### Nets reached from selected ports, run 1

Drawn at 2 px/um.
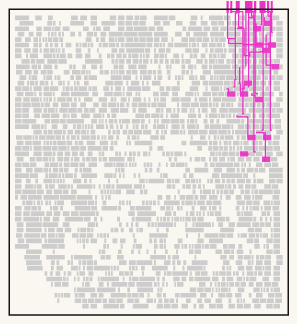
### Pin map, run 1

Drawn at 3 px/um. Pins as bars across the die edge, other pins in gray.
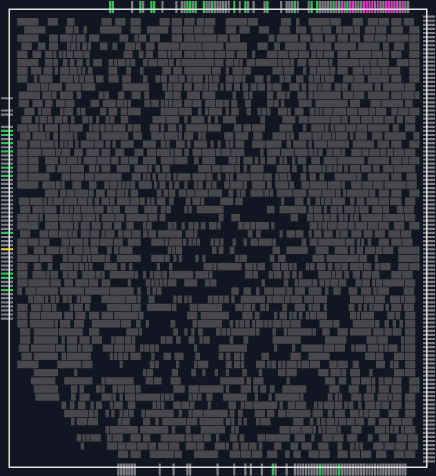
### Signal wires on met2, run 1

Drawn at 3 px/um.
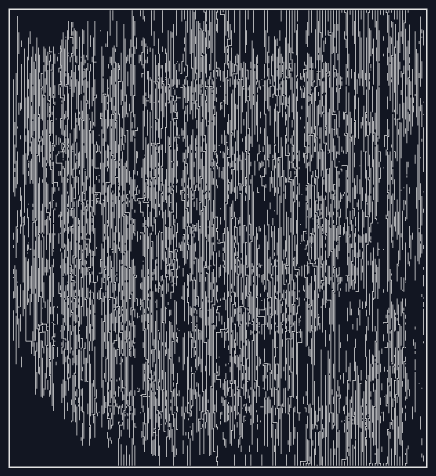
<file path="config.mk">
export PLATFORM = sky130hd
export DESIGN_NAME = ceespu_execute_mc
export DESIGN_NICKNAME = d
export VERILOG_FILES = /design/src/rtl/ceespu_execute_mc.sv
export SDC_FILE = /design/constraint.sdc
export NUM_CORES = 1
export LEC_CHECK = 0
export CORE_ASPECT_RATIO = 1.1
export CORE_MARGIN = 2
export CORE_UTILIZATION = 55
export DETAILED_ROUTE_END_ITERATION = 7
export PLACE_DENSITY = 0.9
export SYNTH_ARGS = -nofsm -noshare
export SYNTH_HDL_FRONTEND = slang
export SYNTH_SLANG_ARGS = --single-unit
export TNS_END_PERCENT = 10
</file>
<file path="constraint.sdc">
create_clock -name I_clk -period 17.6 [get_ports I_clk]
set_clock_uncertainty 0.2 [all_clocks]
set_input_delay 3.52 -clock I_clk [delete_from_list [all_inputs] [get_ports I_clk]]
set_output_delay 3.52 -clock I_clk [all_outputs]
set_load 0.01 [all_outputs]
</file>
<file path="src/rtl/ceespu_execute_mc.sv">
// ceespu execute stage: ALU, branch resolution, store lane formatting and an
// iterative multiply/divide unit that is built only when CEESPU_MULDIV_EN is defined.
module ceespu_execute_mc #(
    parameter int XLEN = 32,
    parameter int PC_W = 14,
    localparam int NB  = XLEN / 8
) (
    input  logic            I_clk,
    input  logic            I_rst,
    input  logic            I_valid,
    input  logic            I_flush,
    input  logic [3:0]      I_aluop,
    input  logic [1:0]      I_selCin,
    input  logic [XLEN-1:0] I_dataA,
    input  logic [XLEN-1:0] I_dataB,
    input  logic [XLEN-1:0] I_storeData,
    input  logic            I_we,
    input  logic            I_memE,
    input  logic            I_memWe,
    input  logic [1:0]      I_selWb,
    input  logic [2:0]      I_selMem,
    input  logic [4:0]      I_regD,
    input  logic            I_isBranch,
    input  logic            I_prediction,
    input  logic [2:0]      I_branchop,
    input  logic [PC_W-1:0] I_PC,
    input  logic [PC_W-1:0] I_branchTarget,
    output logic            O_busy,
    output logic            O_branch_mispredict,
    output logic            O_branch_taken,
    output logic [PC_W-1:0] O_branchTarget,
    output logic [XLEN-1:0] O_memAddress,
    output logic [NB-1:0]   O_memWe,
    output logic [XLEN-1:0] O_StoreData,
    output logic            O_memE,
    output logic            O_we,
    output logic [XLEN-1:0] O_aluResult,
    output logic [1:0]      O_selWb,
    output logic [2:0]      O_selMem,
    output logic [PC_W-1:0] O_PC,
    output logic [4:0]      O_regD
);
    localparam int SH_W = $clog2(XLEN);
    localparam int LNB  = $clog2(NB);

    logic            carry;
    logic            cin;
    logic            accept;
    logic [XLEN-1:0] b_eff;
    logic [XLEN:0]   add_full;
    logic [SH_W-1:0] shamt;
    logic [XLEN-1:0] alu_res;
    logic [XLEN-1:0] md_res;
    logic [LNB-1:0]  byte_sh, half_sh, word_sh;
    logic [NB-1:0]   lane_we;

    assign accept = I_valid & ~O_busy & ~I_flush;
    assign shamt  = I_dataB[SH_W-1:0];

    always_comb begin
        cin = 1'b0;
        case (I_selCin)
            2'd0: cin = 1'b0;
            2'd1: cin = carry;
            2'd2: cin = ~carry;
            default: cin = 1'b1;
        endcase
    end

    assign b_eff        = (I_aluop == 4'd1) ? ~I_dataB : I_dataB;
    assign add_full     = {1'b0, I_dataA} + {1'b0, b_eff} + {{XLEN{1'b0}}, cin};
    assign O_memAddress = add_full[XLEN-1:0];

    always_comb begin
        alu_res = I_dataB;
        case (I_aluop)
            4'd0, 4'd1:             alu_res = add_full[XLEN-1:0];
            4'd2:                   alu_res = I_dataA & I_dataB;
            4'd3:                   alu_res = I_dataA | I_dataB;
            4'd4:                   alu_res = I_dataA ^ I_dataB;
            4'd5:                   alu_res = I_dataA << shamt;
            4'd6:                   alu_res = I_dataA >> shamt;
            4'd7:                   alu_res = $unsigned($signed(I_dataA) >>> shamt);
            4'd8, 4'd9, 4'd10, 4'd11: alu_res = md_res;
            4'd12: alu_res = {{(XLEN-1){1'b0}}, ($signed(I_dataA) < $signed(I_dataB))};
            4'd13: alu_res = {{(XLEN-1){1'b0}}, (I_dataA < I_dataB)};
            default:                alu_res = I_dataB;
        endcase
    end

    always_comb begin
        O_branch_taken = 1'b1;
        case (I_branchop)
            3'd0: O_branch_taken = (I_dataA == I_dataB);
            3'd1: O_branch_taken = (I_dataA != I_dataB);
            3'd2: O_branch_taken = ($signed(I_dataA) < $signed(I_dataB));
            3'd3: O_branch_taken = ($signed(I_dataA) >= $signed(I_dataB));
            3'd4: O_branch_taken = (I_dataA < I_dataB);
            3'd5: O_branch_taken = (I_dataA >= I_dataB);
            3'd6: O_branch_taken = carry;
            default: O_branch_taken = 1'b1;
        endcase
    end

    assign O_branch_mispredict = I_valid & I_isBranch & (O_branch_taken != I_prediction);
    assign O_branchTarget      = I_prediction ? I_PC : I_branchTarget;
    assign O_memE              = I_memE & I_valid;

    // Lane offsets are aligned down to the access size; word32 offset collapses to 0 on XLEN=32.
    assign byte_sh = O_memAddress[LNB-1:0];
    assign half_sh = {O_memAddress[LNB-1:1], 1'b0};
    assign word_sh = LNB'({O_memAddress[2], 2'b00});

    always_comb begin
        O_StoreData = I_storeData;
        lane_we     = '1;
        case (I_selMem[1:0])
            2'd1: begin
                O_StoreData = {(NB/2){I_storeData[15:0]}};
                lane_we     = NB'(2'b11) << half_sh;
            end
            2'd2: begin
                O_StoreData = {NB{I_storeData[7:0]}};
                lane_we     = NB'(1'b1) << byte_sh;
            end
            2'd3: begin
                O_StoreData = {(XLEN/32){I_storeData[31:0]}};
                lane_we     = NB'(4'hF) << word_sh;
            end
            default: begin
                O_StoreData = I_storeData;
                lane_we     = '1;
            end
        endcase
    end

    assign O_memWe = (I_valid & I_memE & I_memWe) ? lane_we : '0;

    // Stage boundary: execute -> memory
    always_ff @(posedge I_clk) begin
        if (I_rst) begin
            carry       <= 1'b0;
            O_we        <= 1'b0;
            O_aluResult <= '0;
            O_selWb     <= '0;
            O_selMem    <= '0;
            O_PC        <= '0;
            O_regD      <= '0;
        end else begin
            if (accept && (I_aluop[3:1] == 3'b000))
                carry <= add_full[XLEN];
            O_we        <= accept & I_we;
            O_aluResult <= alu_res;
            O_selWb     <= I_selWb;
            O_selMem    <= I_selMem;
            O_PC        <= I_PC;
            O_regD      <= I_regD;
        end
    end

`ifdef CEESPU_MULDIV_EN
    typedef enum logic [1:0] {S_IDLE, S_BUSY, S_DONE} md_state_t;

    md_state_t       state;
    logic [SH_W-1:0] cnt;
    logic [XLEN-1:0] md_hi, md_lo, md_b;
    logic            md_div;
    logic            is_md;
    logic [XLEN:0]   mul_sum, div_shift, div_trial;

    assign is_md     = (I_aluop[3:2] == 2'b10);
    assign O_busy    = ((state == S_IDLE) & I_valid & is_md) | (state == S_BUSY);
    assign md_res    = (state == S_DONE) ? (I_aluop[0] ? md_hi : md_lo) : '0;
    assign mul_sum   = {1'b0, md_hi} + (md_lo[0] ? {1'b0, md_b} : {(XLEN+1){1'b0}});
    assign div_shift = {md_hi, md_lo[XLEN-1]};
    assign div_trial = div_shift - {1'b0, md_b};

    // hi:lo is the product for multiply and remainder:quotient for divide
    always_ff @(posedge I_clk) begin
        if (I_rst) begin
            state <= S_IDLE;
            cnt   <= '0;
        end else if (I_flush) begin
            state <= S_IDLE;
        end else begin
            case (state)
                S_IDLE: if (I_valid && is_md) begin
                    state  <= S_BUSY;
                    cnt    <= SH_W'(XLEN - 1);
                    md_div <= I_aluop[1];
                    md_hi  <= '0;
                    md_lo  <= I_aluop[1] ? I_dataA : I_dataB;
                    md_b   <= I_aluop[1] ? I_dataB : I_dataA;
                end
                S_BUSY: begin
                    if (md_div) begin
                        md_hi <= div_trial[XLEN] ? div_shift[XLEN-1:0] : div_trial[XLEN-1:0];
                        md_lo <= {md_lo[XLEN-2:0], ~div_trial[XLEN]};
                    end else begin
                        md_hi <= mul_sum[XLEN:1];
                        md_lo <= {mul_sum[0], md_lo[XLEN-1:1]};
                    end
                    cnt <= cnt - 1'b1;
                    if (cnt == '0)
                        state <= S_DONE;
                end
                S_DONE:  state <= S_IDLE;
                default: state <= S_IDLE;
            endcase
        end
    end
`else
    assign O_busy = 1'b0;
    assign md_res = '0;
`endif

endmodule

</file>
==> flow_metrics.rpt, run 1 <==
FLOW METRICS REPORT
----------------------------------------------------
[Min path]
  Hold path start ........................ carry
  Hold/Removal Path Class ........................ flip-flop to flip-flop

[Pwr]
  Comb pwr share ........................ 0.559
  Reg power frac ........................ 0.176
  Highest ir drop seen on vdd ........................ 0.0000501 V
  Leakage dissipation ........................ 5.82 nW
  Power density over the cells ........................ between 50 and 60 nW/um^2
  Net Sw Power ........................ ~330 uW

[Finish]
  Area grow syn2layout ........................ 28.2%
  Number of nets at the end of the flow ........................ around 1.9k
  Most common cell after layout, fill and taps aside ........................ clkdlybuf4s50_1
  Fraction of final layout cells with drive strength greater than 1 ........................ 0.0888
  Antenna diodes ........................ 0
  Commonest non-fill, non-tap cells in the layout ........................ clkdlybuf4s50_1, nand2_1, nor2_1, ha_1, o21ai_0
  Fill cell count ........................ 1569

[Setup path]
  Max stage delay on crit path ........................ 570 ps
  Maximum net fanout on the critical path ........................ 33
  Type of destination of the critical path ........................ output port
  Cell with the largest stage delay on the worst path ........................ clkdlybuf4s50_1
  Startpoint of the worst setup timing path ........................ I_aluop[3]
  CP Data Required Time ........................ about 14000 ps
  Cell-by-cell trace of the critical path ........................ clkdlybuf4s50_1, nor3_2, buf_4, and2_2, buf_4, xnor2_1, fa_1, a211oi_1, o21ai_0, nand4b_1, nand4_1, a41oi_2, o21ai_1, nand2_1, xnor2_1, clkdlybuf4s50_1

[Placed design]
  Post-DP HPWL ........................ 34.6 mm
  Placer Congestion ........................ ~1.0

[Floorplan]
  Chip footprint ........................ 21100 um^2
  Pre-Place Util ........................ 0.556

[Route]
  Wire length per cell ........................ 24.7 um
  Number of vias per cell ........................ 6.73
  DR vias ........................ between 10k and 15k
  Drt first pass iters ........................ 5
  DRT iter0 DRCs ........................ 1346

[Timing]
  Share of the cycle needed by the critical path after routing ........................ 0.701
  Relative slew slack ........................ 0.334
  Setup violations, final ........................ 0
  Final hold violations ........................ 0
  Tmin final ........................ 12330 ps

[Clock network]
  Cell at the root of the clock tree ........................ clkbuf_16
  Clock tree from TritonCTS ........................ yes
  Sinks on Clock Net ........................ 58
  Num CTS Buffers ........................ 9
  Latest clock arrival within the worst-skew pair ........................ 340 ps
  Post-CTS Hold Fix Bufs ........................ 0
  H-tree depth ........................ 3

[Synthesis]
  Synth Register Bits ........................ 58
  Library cell with the largest summed area after synthesis ........................ ha_1
  Sequential share of the synthesized area ........................ 0.106
  Cell count after synthesis ........................ 1417
  Biggest area cells ........................ ha_1, dfxtp_1, mux4_2, o21ai_0, nand2_1
  Share of flip-flops with an asynchronous set or reset after synthesis ........................ 0
  Post-synth design cell area ........................ 11000 um^2
  Chip area from the yosys synthesis statistics ........................ 11000 um^2

[Global routing]
  Combined global-route utilization of all metal layers ........................ 0.421

[Run status]
  Result of the run ........................ finished clean

----------------------------------------------------
Notes on 'Nets reached from selected ports' above:
port	color	bits	direction	edge	end cells	buffers	wire
O_branchTarget	magenta	14	output	top	14	14	630 um
buffers added on ports: 293
I/O Pins: 295

Notes on 'Pin map' above:
port	color	pins	direction	edge
O_branchTarget	magenta	14	output	top
O_branch_taken	yellow	1	output	left
O_memAddress	green	32	output	19 top, 10 left, 3 bottom
all pins by edge	110 right, 74 top, 60 bottom, 51 left
Die Wd: 139 um
vertical die dimension: 152 um

Notes on 'Signal wires on met2' above:
nets with wire on the layer	1578
longest straight run	54.6 um
main direction	vertical
share of all routed wire	46%
wire length on this layer	21.2 mm
fraction of met2 tracks used by global routing: 0.693
total wire length: 46.2 mm

run 1: cell type report:
| class | count | area, um^2 | share of cell area |
|---|---|---|---|
| clock buffer | 9 | 225 | 0.0160 |
| sequential | 58 | 1160 | 0.0825 |
| clock inverter | 7 | 125 | 0.00889 |
| timing repair buffer | 327 | 3170 | 0.225 |
| tap | 252 | 315 | 0.0224 |
| multi-input combinational | 1129 | 8730 | 0.621 |
| inverter | 91 | 342 | 0.0243 |
run 1: stage by stage:
step / std cells / instance area (um^2) / setup slack [ps] / util
2_1_floorplan: 1417 / 11000 / 6770 / -
3_3_place_gp: 1857 / 13700 / 5610 / 0.695
3_5_place_dp: 1857 / 13700 / 5530 / 0.695
4_1_cts: 1873 / 14100 / 5420 / 0.713
5_1_grt: 1873 / 14100 / 4950 / 0.713
6_report: 1873 / 14100 / 5270 / 0.713
run 1: cells in the mapped netlist (all sizes together), types with 7 or more instances:
master   instances
a21o            19
or3             13
o211ai          18
buf             79
o21bai           8
o31ai            9
and3             7
dfxtp           58
ha             130
a2111oi          8
clkbuf          60
mux4            55
and2             8
nor3            23
o21ai          114
nor2           132
a22o            11
o22ai            9
inv             89
nor2b           30
xnor2           51
nand2          135
nor4            11
a31oi           10
nand3           15
a211oi          28
mux2i           44
a21oi           85
mux2            21
nand4            7
a22oi           22
a221oi          29
xor2             9
run 1: path summary, 6_finish.rpt:
kind,endpoint,cells past startpoint,slack [ps]
worst min register to register,carry,2,430
worst max register to register,O_aluResult[30],12,13440
worst min-delay path,carry,2,430
worst max-delay path,O_memAddress[30],16,5270
run 1: power by group through the flow:
| stage | Sequential, mW | Clock [mW] | Combinational, mW |
|---|---|---|---|
| 3_3_place_gp | 0.146 | 0 | 0.437 |
| 2_1_floorplan | 0.151 | 0 | 0.267 |
| 4_1_cts | 0.144 | 0.216 | 0.447 |
| 6_report | 0.144 | 0.217 | 0.457 |
| 5_1_grt | 0.144 | 0.223 | 0.483 |
| 3_5_place_dp | 0.147 | 0 | 0.442 |
run 1: state kept, by name, summed over array words and instances (netlist names):
signal       count
O_selWb          2
O_PC            14
O_aluResult     32
O_selMem         3
carry            1
O_regD           5
O_we             1
run 1: worst register-to-register path, delay by kind of cell (launching register included):
kind                       cells  cell delay [ps]
muxes                          1              390
and+or+nand+nor                5              960
AOI/OAI and AO/OA              4             1140
DFF                            1              390
adders and majority gates      2              970
run 1: layer usage:
| metal | wire length [um] | GRT usage | vias to the layer above |
|---|---|---|---|
| li1 | - | - | 5524 |
| met1 | 16500 | 0.502 | 5902 |
| met2 | 21200 | 0.693 | 963 |
| met3 | 5130 | 0.104 | 205 |
| met4 | 3310 | 0.245 | 2 |
| met5 | 13 | 0 | - |
run 1: logic make-up (layout without fill, tap and decap cells):
group                      Yosys count  in the layout  synth area share
AOI/OAI and AO/OA                  410            410             0.248
other                                1              1          0.000342
xor gates and xnor gates            60             60            0.0479
and+or+nand+nor                    406            406             0.169
muxes                              120            120             0.178
buffers and inverters              230            434             0.100
adders and majority gates          132            132             0.152
DFF                                 58             58             0.106
### Placed standard cells, run 1

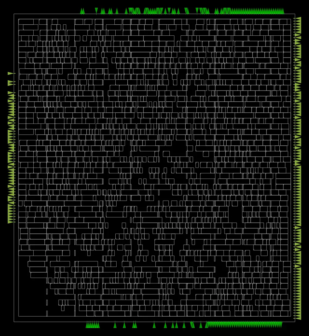

--- run 2 (diff from run 1) ---
--- a/config.mk
+++ b/config.mk
@@ -7,9 +7,9 @@
 export LEC_CHECK = 0
 export CORE_ASPECT_RATIO = 1.1
 export CORE_MARGIN = 2
-export CORE_UTILIZATION = 55
+export CORE_UTILIZATION = 51
 export DETAILED_ROUTE_END_ITERATION = 7
-export PLACE_DENSITY = 0.9
+export PLACE_DENSITY = 0.85
 export SYNTH_ARGS = -nofsm -noshare
 export SYNTH_HDL_FRONTEND = slang
 export SYNTH_SLANG_ARGS = --single-unit
==> constraint.sdc (replaced) <==
create_clock -name I_clk -period 11.7 [get_ports I_clk]
set_clock_uncertainty 0.2 [all_clocks]
set_input_delay 2.34 -clock I_clk [delete_from_list [all_inputs] [get_ports I_clk]]
set_output_delay 2.34 -clock I_clk [all_outputs]
set_load 0.01 [all_outputs]
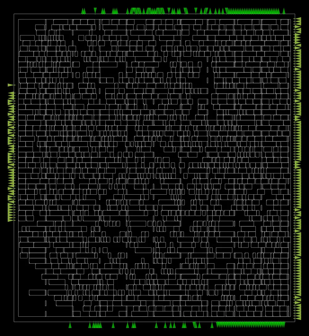
*Placed standard cells, run 2*
share of the final layout cell area in sequential cells: 0.0826
core box area: 21200 um^2

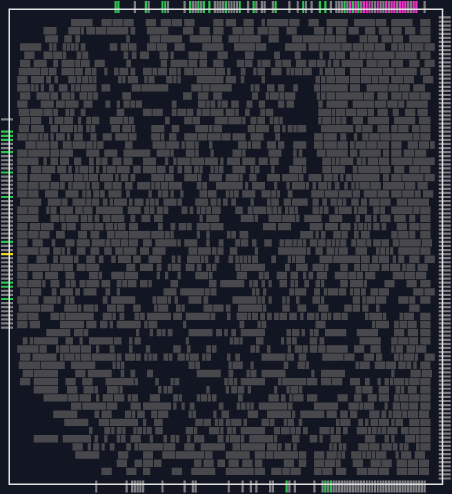
*Pin map, run 2*
Drawn at 3 px/um. Pins as bars across the die edge, other pins in gray.
port	color	pins	direction	edge
O_memAddress	green	32	output	19 top, 10 left, 3 bottom
O_branch_taken	yellow	1	output	left
O_branchTarget	magenta	14	output	top
all pins by edge	114 right, 72 top, 59 bottom, 50 left
Die Wd: 144 um
vertical die dimension: 158 um

==> run 2 against run 1 <==
Against the previous run: register-to-register slack lost 6000 ps; sequential cell count is the same; first-iteration DRC count shrank 10%; final cell count grew 1.9%; largest cell class unchanged; count of clock-buffer cells in the layout is the same; clock power grew 29%; area after synthesis is the same.
==> flow_metrics.rpt, run 2 <==
FLOW METRICS REPORT
----------------------------------------------------
[Finish]
  Number of nets at the end of the flow ........................ around 1.9k
  Largest reg by FF count ........................ O_aluResult
  Antenna diodes ........................ 0
  Area grow syn2layout ........................ 28.0%
  FF+latch area ........................ ~1200 um^2
  Commonest non-fill, non-tap cells in the layout ........................ clkdlybuf4s50_1, nand2_1, nor2_1, ha_1, o21ai_0
  Fill cell count ........................ 1810
  Logic area ........................ approximately 8700 um^2
  Post-Route Utilization ........................ 0.662
  Registers with the most flip-flops ........................ O_aluResult x32, O_PC x14, O_regD x5
  Most common cell after layout, fill and taps aside ........................ clkdlybuf4s50_1
  Fraction of final layout cells with drive strength greater than 1 ........................ 0.0877
  Largest register FFs ........................ 32

[Setup path]
  Cell-by-cell trace of the critical path ........................ clkdlybuf4s50_1, nor3_2, buf_4, and2_2, xnor2_1, fa_1, fa_1, a211oi_1, o21ai_0, nand4b_1, nand4_1, a41oi_2, o21ai_1, nand2_1, xnor2_1, clkdlybuf4s50_1
  CP Data Required Time ........................ 9160 ps
  Max stage delay on crit path ........................ 600 ps
  Buffer and inverter count on the worst path ........................ 3
  Type of destination of the critical path ........................ output port
  Critical register-to-register path endpoint ........................ O_aluResult[26]
  Maximum net fanout on the critical path ........................ 33
  Register-to-register path setup slack ........................ 7470 ps
  Worst-case reg-to-reg path depth ........................ 12
  Cell with the largest stage delay on the worst path ........................ clkdlybuf4s50_1

[Timing]
  Share of the cycle needed by the critical path after routing ........................ 0.850
  Final hold violations ........................ 0
  Setup violations, final ........................ 0
  RSZ-0062 raised after global routing ........................ false
  Aggregate negative setup slack ........................ 0 ps
  Tmin final ........................ 9940 ps
  Relative slew slack ........................ 0.273

[Synthesis]
  Post-synth design cell area ........................ between 10000 and 15000 um^2
  Top cells by count, synth ........................ nand2_1, nor2_1, ha_1
  Leading cell type by number of instances after synthesis ........................ nand2_1
  Synth Register Bits ........................ 58
  Chip area from the yosys synthesis statistics ........................ 11000 um^2
  Cell count after synthesis ........................ 1417
  Biggest area cells ........................ ha_1, dfxtp_1, mux4_2, o21ai_0, nand2_1
  Sequential share of the synthesized area ........................ 0.106
  Share of flip-flops with an asynchronous set or reset after synthesis ........................ 0
  Net count entering floorplan ........................ between 1.5k and 2k
  Area share, top type ........................ 0.148
  Library cell with the largest summed area after synthesis ........................ ha_1
  Unique cell types ........................ 76

[Clock network]
  H-tree depth ........................ 3
  Sinks on Clock Net ........................ a little under 60
  Clock tree from TritonCTS ........................ yes
  Setup Buffers After CTS ........................ 0
  Cell at the root of the clock tree ........................ clkbuf_16
  Latest clock arrival within the worst-skew pair ........................ 350 ps
  Post-CTS Hold Fix Bufs ........................ 0
  Num CTS Buffers ........................ 9

[Min path]
  Hold-critical path endpoint ........................ carry
  Hold/Removal Path Class ........................ flip-flop to flip-flop
  Number of cells on the worst hold path ........................ 2
  Hold path start ........................ carry

[Route]
  DR vias ........................ 12.4k
  Drt first pass iters ........................ 6
  DRT iter0 DRCs ........................ 1209
  Number of vias per cell ........................ 6.51
  Residual antenna-violating net count after detailed routing ........................ 0
  Total wire length ........................ 46.1 mm
  Wire length per cell ........................ about 24 um

[Pwr]
  Highest ir drop seen on vdd ........................ 0.0000693 V
  Power density over the cells ........................ 84.1 nW/um^2
  Leakage dissipation ........................ 5.78 nW

[Floorplan]
  Chip footprint ........................ 22700 um^2
  Pre-Place Util ........................ 0.517
  Cell Rows ........................ 56
  I/O Pins ........................ slightly below 300

[Global routing]
  Combined global-route utilization of all metal layers ........................ 0.393
  Wire length of the first global-routing pass ........................ about 68 mm
  Initial antenna violation count ........................ 3

[Run status]
  Result of the run ........................ finished clean

[Placed design]
  Buffers added on ports ........................ 293
  Post-DP HPWL ........................ 34.6 mm
  Placer Congestion ........................ 1.04

----------------------------------------------------
run 2: cell count changes in the layout (fill, tap and decap cells not counted), sizes merged:
cell,before,now
buf,39,37
bufinv,3,1
clkinv,4,2
clkinvlp,0,4
run 2: power breakdown:
part	internal (mW)	switching, mW	total [mW]
Combinational	0.318	0.367	0.685
Clock	0.166	0.115	0.281
Sequential	0.212	0.00382	0.216
run 2: cells by family (layout without fill, tap and decap cells):
logic type,Yosys count,in the layout,share of synthesized area
AOI/OAI and AO/OA,410,410,0.248
xor gates and xnor gates,60,60,0.0479
adders and majority gates,132,132,0.152
buffers and inverters,230,432,0.100
DFF,58,58,0.106
muxes,120,120,0.178
other,1,1,0.000342
and+or+nand+nor,406,406,0.169
run 2: worst max-delay path by stage:
stage	start	end	slack, ps	cells after the start
floorplan	I_aluop[3]	O_memAddress[30]	3230	17
global route	I_aluop[1]	O_memAddress[30]	1400	16
finish	I_aluop[1]	O_memAddress[30]	1760	16
CTS	I_aluop[1]	O_memAddress[30]	1760	16
detailed placement	I_aluop[1]	O_memAddress[30]	1820	16
global placement	I_aluop[1]	O_memAddress[30]	1890	16
run 2: worst register-to-register path, delay by kind of cell, from the launching register on:
kind	cells	cell delay, ps
AND-OR/OR-AND	5	1470
adder cells (fa/ha/maj)	2	890
AND/OR/NAND/NOR	3	490
multiplexers	1	420
flip-flops	1	410
XOR/XNOR	1	190
run 2: metal layers:
metal | GRT usage | part of all wire
met2 | 0.654 | 0.46
met4 | 0.216 | 0.065
met5 | 0 | 0.00054
met3 | 0.103 | 0.11
met1 | 0.461 | 0.36
run 2: layout make-up:
class,instances,share of cell area
clock inverters,7,0.00552
inverters,91,0.0243
multi-input cells,1129,0.621
flip-flops and latches,58,0.0826
well taps,290,0.0258
repair buffers,325,0.224
clock buffers,9,0.0160
run 2: metrics by stage:
step / instances / setup slack [ps] / power [mW] / hold slack, ps / instance area, um^2
floorplan: 1417 / 3230 / 0.629 / 331 / 11000
global placement: 1893 / 1890 / 0.881 / 410 / 13800
detailed placement: 1893 / 1820 / 0.885 / 405 / 13800
CTS: 1909 / 1760 / 1.17 / 439 / 14100
global route: 1909 / 1400 / 1.24 / 483 / 14100
finish: 1909 / 1760 / 1.18 / 441 / 14100
### Nets reached from selected ports, run 2

Drawn at 2 px/um.
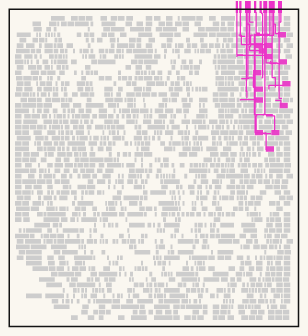

--- run 3 (diff from run 2) ---
--- a/config.mk
+++ b/config.mk
@@ -7,9 +7,9 @@
 export LEC_CHECK = 0
 export CORE_ASPECT_RATIO = 1.1
 export CORE_MARGIN = 2
-export CORE_UTILIZATION = 51
+export CORE_UTILIZATION = 46
 export DETAILED_ROUTE_END_ITERATION = 7
-export PLACE_DENSITY = 0.85
+export PLACE_DENSITY = 0.81
 export SYNTH_ARGS = -nofsm -noshare
 export SYNTH_HDL_FRONTEND = slang
 export SYNTH_SLANG_ARGS = --single-unit
==> constraint.sdc (replaced) <==
create_clock -name I_clk -period 8.6 [get_ports I_clk]
set_clock_uncertainty 0.2 [all_clocks]
set_input_delay 1.72 -clock I_clk [delete_from_list [all_inputs] [get_ports I_clk]]
set_output_delay 1.72 -clock I_clk [all_outputs]
set_load 0.01 [all_outputs]
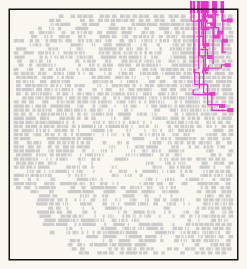
*Nets reached from selected ports, run 3*
Drawn at 1.5 px/um.

==> run 3 against run 2 <==
Against the previous run: count of clock-buffer cells in the layout unchanged; wire length increased by 3.4%; worst hold slack worse by 15 ps; die size grew 11%; clock power rose by 57%; critical endpoint is now O_memAddress[31].
==> flow_metrics.rpt, run 3 <==
FLOW METRICS REPORT
----------------------------------------------------
[Min path]
  Hold path start ........................ carry
  Hold/Removal Path Class ........................ flip-flop to flip-flop
  Hold-critical path endpoint ........................ carry

[Timing]
  RSZ-0062 raised after global routing ........................ false
  Tmin final ........................ between 8000 and 9000 ps
  Final hold violations ........................ 0
  Setup violations, final ........................ 0
  Worst path setup slack after routing ........................ 417 ps

[Clock network]
  Num CTS Buffers ........................ 9
  Post-CTS Hold Fix Bufs ........................ 0
  Latest clock arrival within the worst-skew pair ........................ roughly 350 ps
  H-tree depth ........................ 3
  Clock tree from TritonCTS ........................ yes

[Synthesis]
  Top cells by count, synth ........................ nand2_1, nor2_1, ha_1
  Area share of and/or/nand/nor cells after synthesis ........................ 0.169
  Adders+Majority by Area ........................ 0.152
  Largest non-sequential cell family by area ........................ AND-OR/OR-AND gates
  Share of flip-flops with an asynchronous set or reset after synthesis ........................ 0
  Cell count after synthesis ........................ 1417
  Sequential share of the synthesized area ........................ 0.106
  Mux frac, synth ........................ 0.178
  Net count entering floorplan ........................ 1701
  Area fraction in compound gates after synthesis ........................ 0.248
  Area share, top type ........................ 0.148
  Library cell with the largest summed area after synthesis ........................ ha_1

[Setup path]
  Maximum net fanout on the critical path ........................ 19
  CP Data Required Time ........................ 6680 ps
  Type of destination of the critical path ........................ output port
  Buffer and inverter count on the worst path ........................ 4
  Register-to-register path setup slack ........................ around 4300 ps

[Pwr]
  Highest ir drop seen on vdd ........................ 0.0000901 V
  Clock power share ........................ 0.263
  Reg power frac ........................ 0.176
  Comb pwr share ........................ 0.561
  Switching portion of total power ........................ 0.397
  Net Sw Power ........................ 664 uW

[Finish]
  Largest register FFs ........................ 32
  Area grow syn2layout ........................ 29.5%
  Number of nets at the end of the flow ........................ ~1.9k
  Antenna diodes ........................ 0
  Fraction of final layout cells with drive strength greater than 1 ........................ 0.0944
  Registers with the most flip-flops ........................ O_aluResult x32, O_PC x14, O_regD x5
  Largest reg by FF count ........................ O_aluResult

[Placed design]
  Pre-CTS worst setup slack ........................ 552 ps
  Buffers added on ports ........................ ~290

[Global routing]
  Initial antenna violation count ........................ 1

[Route]
  DRT iter0 DRCs ........................ between 1k and 1.5k

[Floorplan]
  Pre-Place Util ........................ 0.466
  Chip footprint ........................ 25100 um^2
  Core box area ........................ approximately 24000 um^2
  Vertical die dimension ........................ 166 um
  Cell Rows ........................ 59

[Run status]
  Result of the run ........................ finished clean

----------------------------------------------------
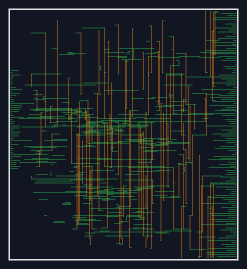
*Metal layers overlaid, run 3*
Drawn at 1.5 px/um. Only two layers are drawn.
layer	color	wire length
metal 3	green	4600 um
metal 4	orange	3730 um
DR vias: 12.4k
total wire length: 47.7 mm
wire length per cell: 24.6 um

run 3: final cells by class:
type | instances | area [um^2]
clock buffer | 9 | 225
clock inverter | 7 | 125
fill | 2140 | 9340
inverter | 91 | 342
multi-input combinational | 1129 | 8730
sequential | 58 | 1160
tap | 305 | 382
timing repair buffer | 337 | 3240
run 3: how the worst max path moves through the flow:
| stage | depth (start not counted) | endpoint | from | slack [ps] |
|---|---|---|---|---|
| 6_report | 16 | O_memAddress[31] | I_aluop[3] | 420 |
| 5_1_grt | 16 | O_memAddress[30] | I_aluop[3] | 110 |
| 4_1_cts | 16 | O_memAddress[31] | I_aluop[3] | 500 |
| 3_5_place_dp | 16 | O_memAddress[31] | I_aluop[3] | 550 |
| 3_3_place_gp | 16 | O_memAddress[30] | I_aluop[3] | 610 |
| 2_1_floorplan | 17 | O_memAddress[30] | I_aluop[3] | 1370 |
run 3: power by group through the flow:
stage	registers, mW	logic [mW]	clock network, mW
global placement	0.299	0.912	0
CTS	0.295	0.923	0.443
floorplan	0.310	0.547	0
global route	0.296	0.999	0.453
finish	0.294	0.938	0.440
detailed placement	0.300	0.916	0
run 3: worst register-to-register path, delay by kind of cell (launching register included):
kind	cells	cell delay [ps]
AND-OR/OR-AND	5	1510
XOR/XNOR	1	180
adder cells (fa/ha/maj)	2	950
flip-flops	1	400
multiplexers	1	380
AND/OR/NAND/NOR	3	510
run 3: cells by family (layout without fill, tap and decap cells):
logic type / count (synthesis) / in the layout
and+or+nand+nor: 406 / 406
other: 1 / 1
adders and majority gates: 132 / 132
muxes: 120 / 120
xor gates and xnor gates: 60 / 60
buffers and inverters: 230 / 444
AOI/OAI and AO/OA: 410 / 410
DFF: 58 / 58
run 3: stage by stage:
| stage | instance area [um^2] | instances | util | hold WS (ps) | power [mW] |
|---|---|---|---|---|---|
| after floorplan | 11000 | 1417 | - | 331 | 0.856 |
| after global placement | 13900 | 1920 | 0.589 | 400 | 1.21 |
| after detailed placement | 13900 | 1920 | 0.589 | 409 | 1.22 |
| after CTS | 14200 | 1936 | 0.603 | 428 | 1.66 |
| after global routing | 14200 | 1936 | 0.603 | 469 | 1.75 |
| final | 14200 | 1936 | 0.603 | 426 | 1.67 |
run 3: metal layers:
metal	global-route usage	part of all wire
met3	0.0690	0.096
met2	0.605	0.46
met4	0.239	0.078
met5	0	0.00027
met1	0.439	0.37
No activity file was given, so power comes from the tool's default toggle rates.
